### src/rtl/cg_rvarch_ptw_arb_pkg.sv
`default_nettype none
// ============================================================================
// Module   : cg_rvarch_ptw_arb_pkg
// Brief    : Shared types and defaults for the ITLB/DTLB page-table-walk arbiter.
// Revision : 1.0 - initial release
// ============================================================================
package cg_rvarch_ptw_arb_pkg;

  localparam int c_TIMEOUT_CYCLES_DFLT = 255;

  typedef enum logic [2:0] {
    IDLE  = 3'd0,
    ISSUE = 3'd1,
    WAIT  = 3'd2,
    RESP  = 3'd3,
    DRAIN = 3'd4
  } state_e;

  // Value doubles as the bit index into the two-bit request/grant vectors.
  typedef enum logic {
    REQ_ITLB = 1'b0,
    REQ_DTLB = 1'b1
  } req_id_e;

endpackage
`default_nettype wire

### src/rtl/cg_rr_arb2.sv
`default_nettype none
// ============================================================================
// Module   : cg_rr_arb2
// Brief    : Two-way round-robin arbiter; bit 0 = ITLB, bit 1 = DTLB.
// Revision : 1.0 - initial release
// ============================================================================
module cg_rr_arb2
  import cg_rvarch_ptw_arb_pkg::*;
(
  input  logic       i_clk,
  input  logic       i_rst,
  input  logic [1:0] i_req,
  input  logic       i_advance,
  output logic [1:0] o_grant
);

  req_id_e r_last;

  always_comb begin
    o_grant = 2'b00;
    case (i_req)
      2'b01:   o_grant = 2'b01;
      2'b10:   o_grant = 2'b10;
      2'b11:   o_grant = (r_last == REQ_DTLB) ? 2'b01 : 2'b10;
      default: o_grant = 2'b00;
    endcase
  end

  // Reset points at ITLB so a contested first grant goes to the DTLB.
  always_ff @(posedge i_clk) begin
    if (i_rst) begin
      r_last <= REQ_ITLB;
    end else if (i_advance && (|o_grant)) begin
      r_last <= o_grant[1] ? REQ_DTLB : REQ_ITLB;
    end
  end

endmodule
`default_nettype wire

### src/rtl/cg_rvarch_ptw_arbiter.sv
`default_nettype none
// ============================================================================
// Module   : cg_rvarch_ptw_arbiter
// Brief    : Shares one page-table walker between ITLB and DTLB misses.
//            Define CG_PTW_ARB_TIMEOUT_EN to bound the walk wait.
// Revision : 1.0 - initial release
// ============================================================================
module cg_rvarch_ptw_arbiter
  import cg_rvarch_ptw_arb_pkg::*;
#(
  parameter int VADDR_WIDTH    = 39,
  parameter int PADDR_WIDTH    = 56,
  parameter int ATTR_WIDTH     = 11,
  parameter int TIMEOUT_CYCLES = c_TIMEOUT_CYCLES_DFLT
) (
  input  logic                   i_clk,
  input  logic                   i_rst,
  input  logic                   i_flush,
  input  logic                   i_itlb_miss,
  input  logic [VADDR_WIDTH-1:0] i_itlb_vaddr,
  output logic                   o_itlb_valid,
  output logic                   o_itlb_fault,
  output logic [PADDR_WIDTH-1:0] o_itlb_paddr,
  output logic [ATTR_WIDTH-1:0]  o_itlb_attr,
  input  logic                   i_dtlb_miss,
  input  logic [VADDR_WIDTH-1:0] i_dtlb_vaddr,
  output logic                   o_dtlb_valid,
  output logic                   o_dtlb_fault,
  output logic [PADDR_WIDTH-1:0] o_dtlb_paddr,
  output logic [ATTR_WIDTH-1:0]  o_dtlb_attr,
  output logic                   o_ptw_miss,
  output logic [VADDR_WIDTH-1:0] o_ptw_vaddr,
  input  logic                   i_ptw_valid,
  input  logic                   i_ptw_fault,
  input  logic [PADDR_WIDTH-1:0] i_ptw_paddr,
  input  logic [ATTR_WIDTH-1:0]  i_ptw_attr
);

  if (TIMEOUT_CYCLES < 1) begin : g_bad_timeout
    $error("TIMEOUT_CYCLES must be at least 1");
  end

  state_e                 r_state;
  state_e                 w_state_nxt;
  req_id_e                r_gnt;
  req_id_e                w_gnt_id;
  logic                   r_valid;
  logic                   r_fault;
  logic                   r_to_drain;
  logic [1:0]             w_req;
  logic [1:0]             w_grant;
  logic                   w_ptw_rsp;
  logic                   w_start;
  logic                   w_timeout;
  logic                   w_resp;
  logic [VADDR_WIDTH-1:0] r_ptw_vaddr;
  logic [PADDR_WIDTH-1:0] r_itlb_paddr;
  logic [PADDR_WIDTH-1:0] r_dtlb_paddr;
  logic [ATTR_WIDTH-1:0]  r_itlb_attr;
  logic [ATTR_WIDTH-1:0]  r_dtlb_attr;

  assign w_req     = {i_dtlb_miss, i_itlb_miss};
  assign w_ptw_rsp = i_ptw_valid | i_ptw_fault;
  assign w_start   = (r_state == IDLE) && (|w_req) && !i_flush;
  assign w_gnt_id  = w_grant[1] ? REQ_DTLB : REQ_ITLB;

  cg_rr_arb2 u_rr_arb2 (
    .i_clk     (i_clk),
    .i_rst     (i_rst),
    .i_req     (w_req),
    .i_advance (w_start),
    .o_grant   (w_grant)
  );

`ifdef CG_PTW_ARB_TIMEOUT_EN
  localparam int                 c_CNT_W    = $clog2(TIMEOUT_CYCLES + 1);
  localparam logic [c_CNT_W-1:0] c_CNT_LAST = c_CNT_W'(TIMEOUT_CYCLES - 1);
  localparam logic [c_CNT_W-1:0] c_CNT_ONE  = c_CNT_W'(1);

  logic [c_CNT_W-1:0] r_wait_cnt;

  // Holds the number of WAIT cycles already spent; zero on the first one.
  always_ff @(posedge i_clk) begin
    if (i_rst || (r_state != WAIT)) begin
      r_wait_cnt <= '0;
    end else begin
      r_wait_cnt <= r_wait_cnt + c_CNT_ONE;
    end
  end

  assign w_timeout = (r_state == WAIT) && (r_wait_cnt == c_CNT_LAST);
`else
  assign w_timeout = 1'b0;
`endif

  always_ff @(posedge i_clk) begin
    if (i_rst) begin
      r_state <= IDLE;
    end else begin
      r_state <= w_state_nxt;
    end
  end

  always_comb begin
    w_state_nxt  = r_state;
    w_resp       = (r_state == RESP);
    o_ptw_miss   = (r_state == ISSUE);
    o_itlb_valid = w_resp && (r_gnt == REQ_ITLB) && r_valid;
    o_itlb_fault = w_resp && (r_gnt == REQ_ITLB) && r_fault;
    o_dtlb_valid = w_resp && (r_gnt == REQ_DTLB) && r_valid;
    o_dtlb_fault = w_resp && (r_gnt == REQ_DTLB) && r_fault;
    case (r_state)
      IDLE: begin
        if (w_start) w_state_nxt = ISSUE;
      end
      ISSUE, WAIT: begin
        // A flushed walk is still in flight unless its response lands now.
        if (i_flush) begin
          w_state_nxt = w_ptw_rsp ? IDLE : DRAIN;
        end else if (r_state == ISSUE) begin
          w_state_nxt = WAIT;
        end else if (w_ptw_rsp || w_timeout) begin
          w_state_nxt = RESP;
        end
      end
      RESP: begin
        w_state_nxt = (r_to_drain && !w_ptw_rsp) ? DRAIN : IDLE;
      end
      DRAIN: begin
        if (w_ptw_rsp) w_state_nxt = IDLE;
      end
      default: w_state_nxt = IDLE;
    endcase
  end

  always_ff @(posedge i_clk) begin
    if (i_rst) begin
      r_gnt        <= REQ_ITLB;
      r_valid      <= 1'b0;
      r_fault      <= 1'b0;
      r_to_drain   <= 1'b0;
      r_ptw_vaddr  <= '0;
      r_itlb_paddr <= '0;
      r_dtlb_paddr <= '0;
      r_itlb_attr  <= '0;
      r_dtlb_attr  <= '0;
    end else begin
      if (w_start) begin
        r_gnt       <= w_gnt_id;
        r_ptw_vaddr <= w_grant[1] ? i_dtlb_vaddr : i_itlb_vaddr;
      end
      if ((r_state == WAIT) && !i_flush) begin
        if (w_ptw_rsp) begin
          r_valid    <= ~i_ptw_fault;
          r_fault    <= i_ptw_fault;
          r_to_drain <= 1'b0;
          if (r_gnt == REQ_DTLB) begin
            r_dtlb_paddr <= i_ptw_paddr;
            r_dtlb_attr  <= i_ptw_attr;
          end else begin
            r_itlb_paddr <= i_ptw_paddr;
            r_itlb_attr  <= i_ptw_attr;
          end
        end else if (w_timeout) begin
          r_valid    <= 1'b0;
          r_fault    <= 1'b1;
          r_to_drain <= 1'b1;
        end
      end
    end
  end

  assign o_ptw_vaddr  = r_ptw_vaddr;
  assign o_itlb_paddr = r_itlb_paddr;
  assign o_itlb_attr  = r_itlb_attr;
  assign o_dtlb_paddr = r_dtlb_paddr;
  assign o_dtlb_attr  = r_dtlb_attr;

endmodule
`default_nettype wire

### config.mk
export PLATFORM = sky130hd
export DESIGN_NAME = cg_rvarch_ptw_arbiter
export DESIGN_NICKNAME = d
export VERILOG_FILES = /design/src/rtl/cg_rvarch_ptw_arb_pkg.sv /design/src/rtl/cg_rr_arb2.sv /design/src/rtl/cg_rvarch_ptw_arbiter.sv
export SDC_FILE = /design/constraint.sdc
export NUM_CORES = 1
export LEC_CHECK = 0
export CORE_ASPECT_RATIO = 2
export CORE_MARGIN = 4
export CORE_UTILIZATION = 43
export DETAILED_ROUTE_END_ITERATION = 16
export HOLD_SLACK_MARGIN = 0.08
export PLACE_DENSITY = 0.81
export REMOVE_ABC_BUFFERS = 1
export SYNTH_ARGS = -nofsm -noshare
export SYNTH_HDL_FRONTEND = slang
export SYNTH_HIERARCHICAL = 1
export SYNTH_SLANG_ARGS = --single-unit
### constraint.sdc
create_clock -name i_clk -period 2.3 [get_ports i_clk]
set_input_delay 0.345 -clock i_clk [delete_from_list [all_inputs] [get_ports i_clk]]
set_output_delay 0.345 -clock i_clk [all_outputs]
set_load 0.005 [all_outputs]
Figure 1. Wiring by layer.
Scale: 2 px per um.
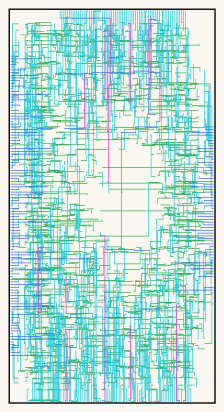
cyan -> metal 2  # wire length 12700 um
magenta -> metal 4  # wire length 741 um
green -> metal 1  # wire length 7500 um
blue -> metal 3  # wire length 1540 um

==> COMMIT_EDITMSG <==
Store results of the implementation flow

- Tool warnings: 25
- Finished layout cell area: 11800 sq um
- Max rail drop VDD: 0.403 mV
- Via Count: 6288
- Critical R2R Launch: r_state[2]
- HP Start: i_rst
* Endpoint, Worst Hold: o_ptw_vaddr[6]
* Port bufs: 329
- Number of max-capacitance violations reported: 0
- Cells traversed along the worst timing path: and3b_1, nand2_1, nor2_1, clkdlybuf4s50_1
- Utilization after layout: between 60% and 70%
- Post-route antenna net violation count: 0
* Cell area after placement: 11200 sq um
* Post-Place Setup Slack: 89.7 ps
- Reg2Reg Depth: 4
- Area used by multi-input combinational logic: ~3800 sq um
- The critical path maximum fanout is 7.
- Final Cycle Share: a little over nine tenths
* Effective utilization at floorplan: 43.9%
- Leakage power figure: about 4.6 nW
- CTS tree: built
* DRC violation count after routing: 0
* Final-report hold violation count: 0
- Across all setup checks in the final design, the least slack found is about 110 ps.
- CTS Sinks: around 180
- Largest incremental delay on the critical path: 520 ps
* Destination of the worst register-to-register timing path: o_itlb_paddr[23]
* Status: completed
- Setup-failing EPs final: 0
- Final-stage net count: 1189
* Grt ovf: 0
* Floorplan Core Area: 17400 sq um
- In the post-route report, total wirelength is listed as 22500 um.
- Area of the mapped netlist: 7610 sq um
- Initial DRC count: between 100 and 150
- Upper clock frequency limit: between 400 and 500 MHz
- Filler Cell Count: roughly 1400
- Path class of the lowest-slack min-delay path: input pin to flip-flop
* Half-perimeter wire length of the detailed placement result: 17000 um
- Layout Area Growth over Synthesis: 55.3%
- 1st-pass router iterations: 4
- Flop-to-flop setup slack: 340 ps
- Yosys warning count: 6
- The post-route netlist has 5.62% of its cells at a drive strength greater than 1.
- In this run the horizontal extent of the chip is 102 um.
* Power per cell area: 606 nW/um^2
* I/O pin cnt: between 300 and 400
- Cell depth of the worst hold path: 2
* Weighted congestion at the end of routability-driven global placement: 0.799
- Looking at the clock tree report, the maximum root-to-sink buffer count equals 2.
- The final max-slew violation count recorded for this run is 0.
- Most common cell after layout, fill and taps aside: sky130_fd_sc_hd__clkdlybuf4s50_1
- Remaining max-slew budget at the tightest pin: between 60 and 70%
- The final timing report derives a shortest allowable period of 2190 ps.
- Largest net degree at the start of global routing: approximately 74
- TritonCTS Buffers: 17
- By startpoint and endpoint, the worst setup path is classified as flip-flop to primary output.
- Transition time at the pin with the least slew margin: around 460 ps
* Tot GR Track Use: about 22%
- Number of vias per cell: 4.99
* Count of H-tree levels built during CTS: 4
- Wire length of the first global-routing pass: 34300 um
- Synthesis produced ~730 cells.
- In this run the clock root is driven by a sky130_fd_sc_hd__clkbuf_16.
- In this run the core area contains between 60 and 70 standard-cell rows.
- Required time of the worst setup path: between 1500 and 2000 ps
- Setup repair after global routing left no endpoint under its margin.
- The number of global-route vias before repair was 6537.
- Die Y: 196 um
* Initial antenna violation count: 1
- The OpenROAD report gives the critical path a data arrival time of 1840 ps.
* Post-cts hold-fix buffer tally: 0
- TritonRoute output was used to compute an average wire per cell of ~18 um.
- STA classifies the critical path endpoint as a primary output.
- The worst setup path is launched from a flip-flop.
- Clock-pin slew on the worst setup and hold paths: 70 ps
Figure 2. Clock routing.
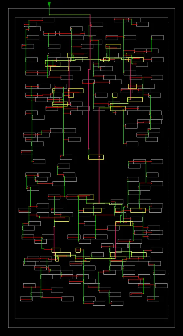
Worst Clk Skew: 9.18 ps
# clk buffers: 21
clock latency of the later-clocked register in the worst-skew pair: 430 ps
clk pwr: 3.01 mW
Flop Count: 180

flip-flops by register name, summed over array words and instances (netlist names):
register / cells
o_dtlb_attr: 11
o_dtlb_paddr: 56
o_itlb_attr: 11
o_itlb_paddr: 56
o_ptw_vaddr: 39
r_fault: 1
r_gnt: 1
r_state: 3
r_valid: 1
u_rr_arb2/r_last: 1
layer usage:
layer	routed length, um	vias to the layer above	GRT usage, %
met5	0	-	0
met3	1540	39	6.41
met1	7500	2906	21.2
li1	-	3111	-
met2	12700	232	42.0
met4	740	0	9.73
worst max path at each step:
stage	start	end	slack [ps]
floorplan	r_state[2]	o_dtlb_attr[0]	-3490
global route	r_state[2]	o_itlb_valid	20
global placement	i_flush	o_itlb_paddr[6]	140
CTS	r_state[0]	o_itlb_fault	30
detailed placement	i_flush	o_itlb_paddr[10]	90
finish	r_state[2]	o_itlb_fault	110
cell type report:
type                            instances  share of cell area (%)
Sequential cell                       180                    30.5
Multi-Input combinational cell        488                    31.7
Clock inverter                         11                    1.28
Timing Repair Buffer                  349                    30.4
Antenna cell                            1                  0.0212
Tap cell                              210                    2.22
Inverter                                1                  0.0317
Clock buffer                           21                    3.89
stage by stage:
step	std cells	power [mW]	TNS, ps	hold WS, ps
global placement	1228	4.22	0	456
floorplan	669	3.65	-483170	407
CTS	1260	7.25	0	393
finish	1261	7.16	0	405
detailed placement	1228	4.23	0	463
global route	1261	7.41	0	436
power by group:
| part | internal [mW] | leakage, nW | switching (mW) |
|---|---|---|---|
| clock | 1.77 | 0.286 | 1.23 |
| combinational | 0.565 | 2.89 | 0.346 |
| sequential | 3.20 | 1.46 | 0.0476 |
repair_timing:
item,4_1_cts,5_1_grt
gates resized,0,1
buffers inserted,0,0
setup endpoints to repair,0,3
critical path, delay by kind of cell, from the launching register on:
family | cells | cell delay [ps]
AND/OR/NAND/NOR | 3 | 520
buffers and inverters | 1 | 520
flip-flops | 1 | 380
No activity file was given, so power comes from the tool's default toggle rates.
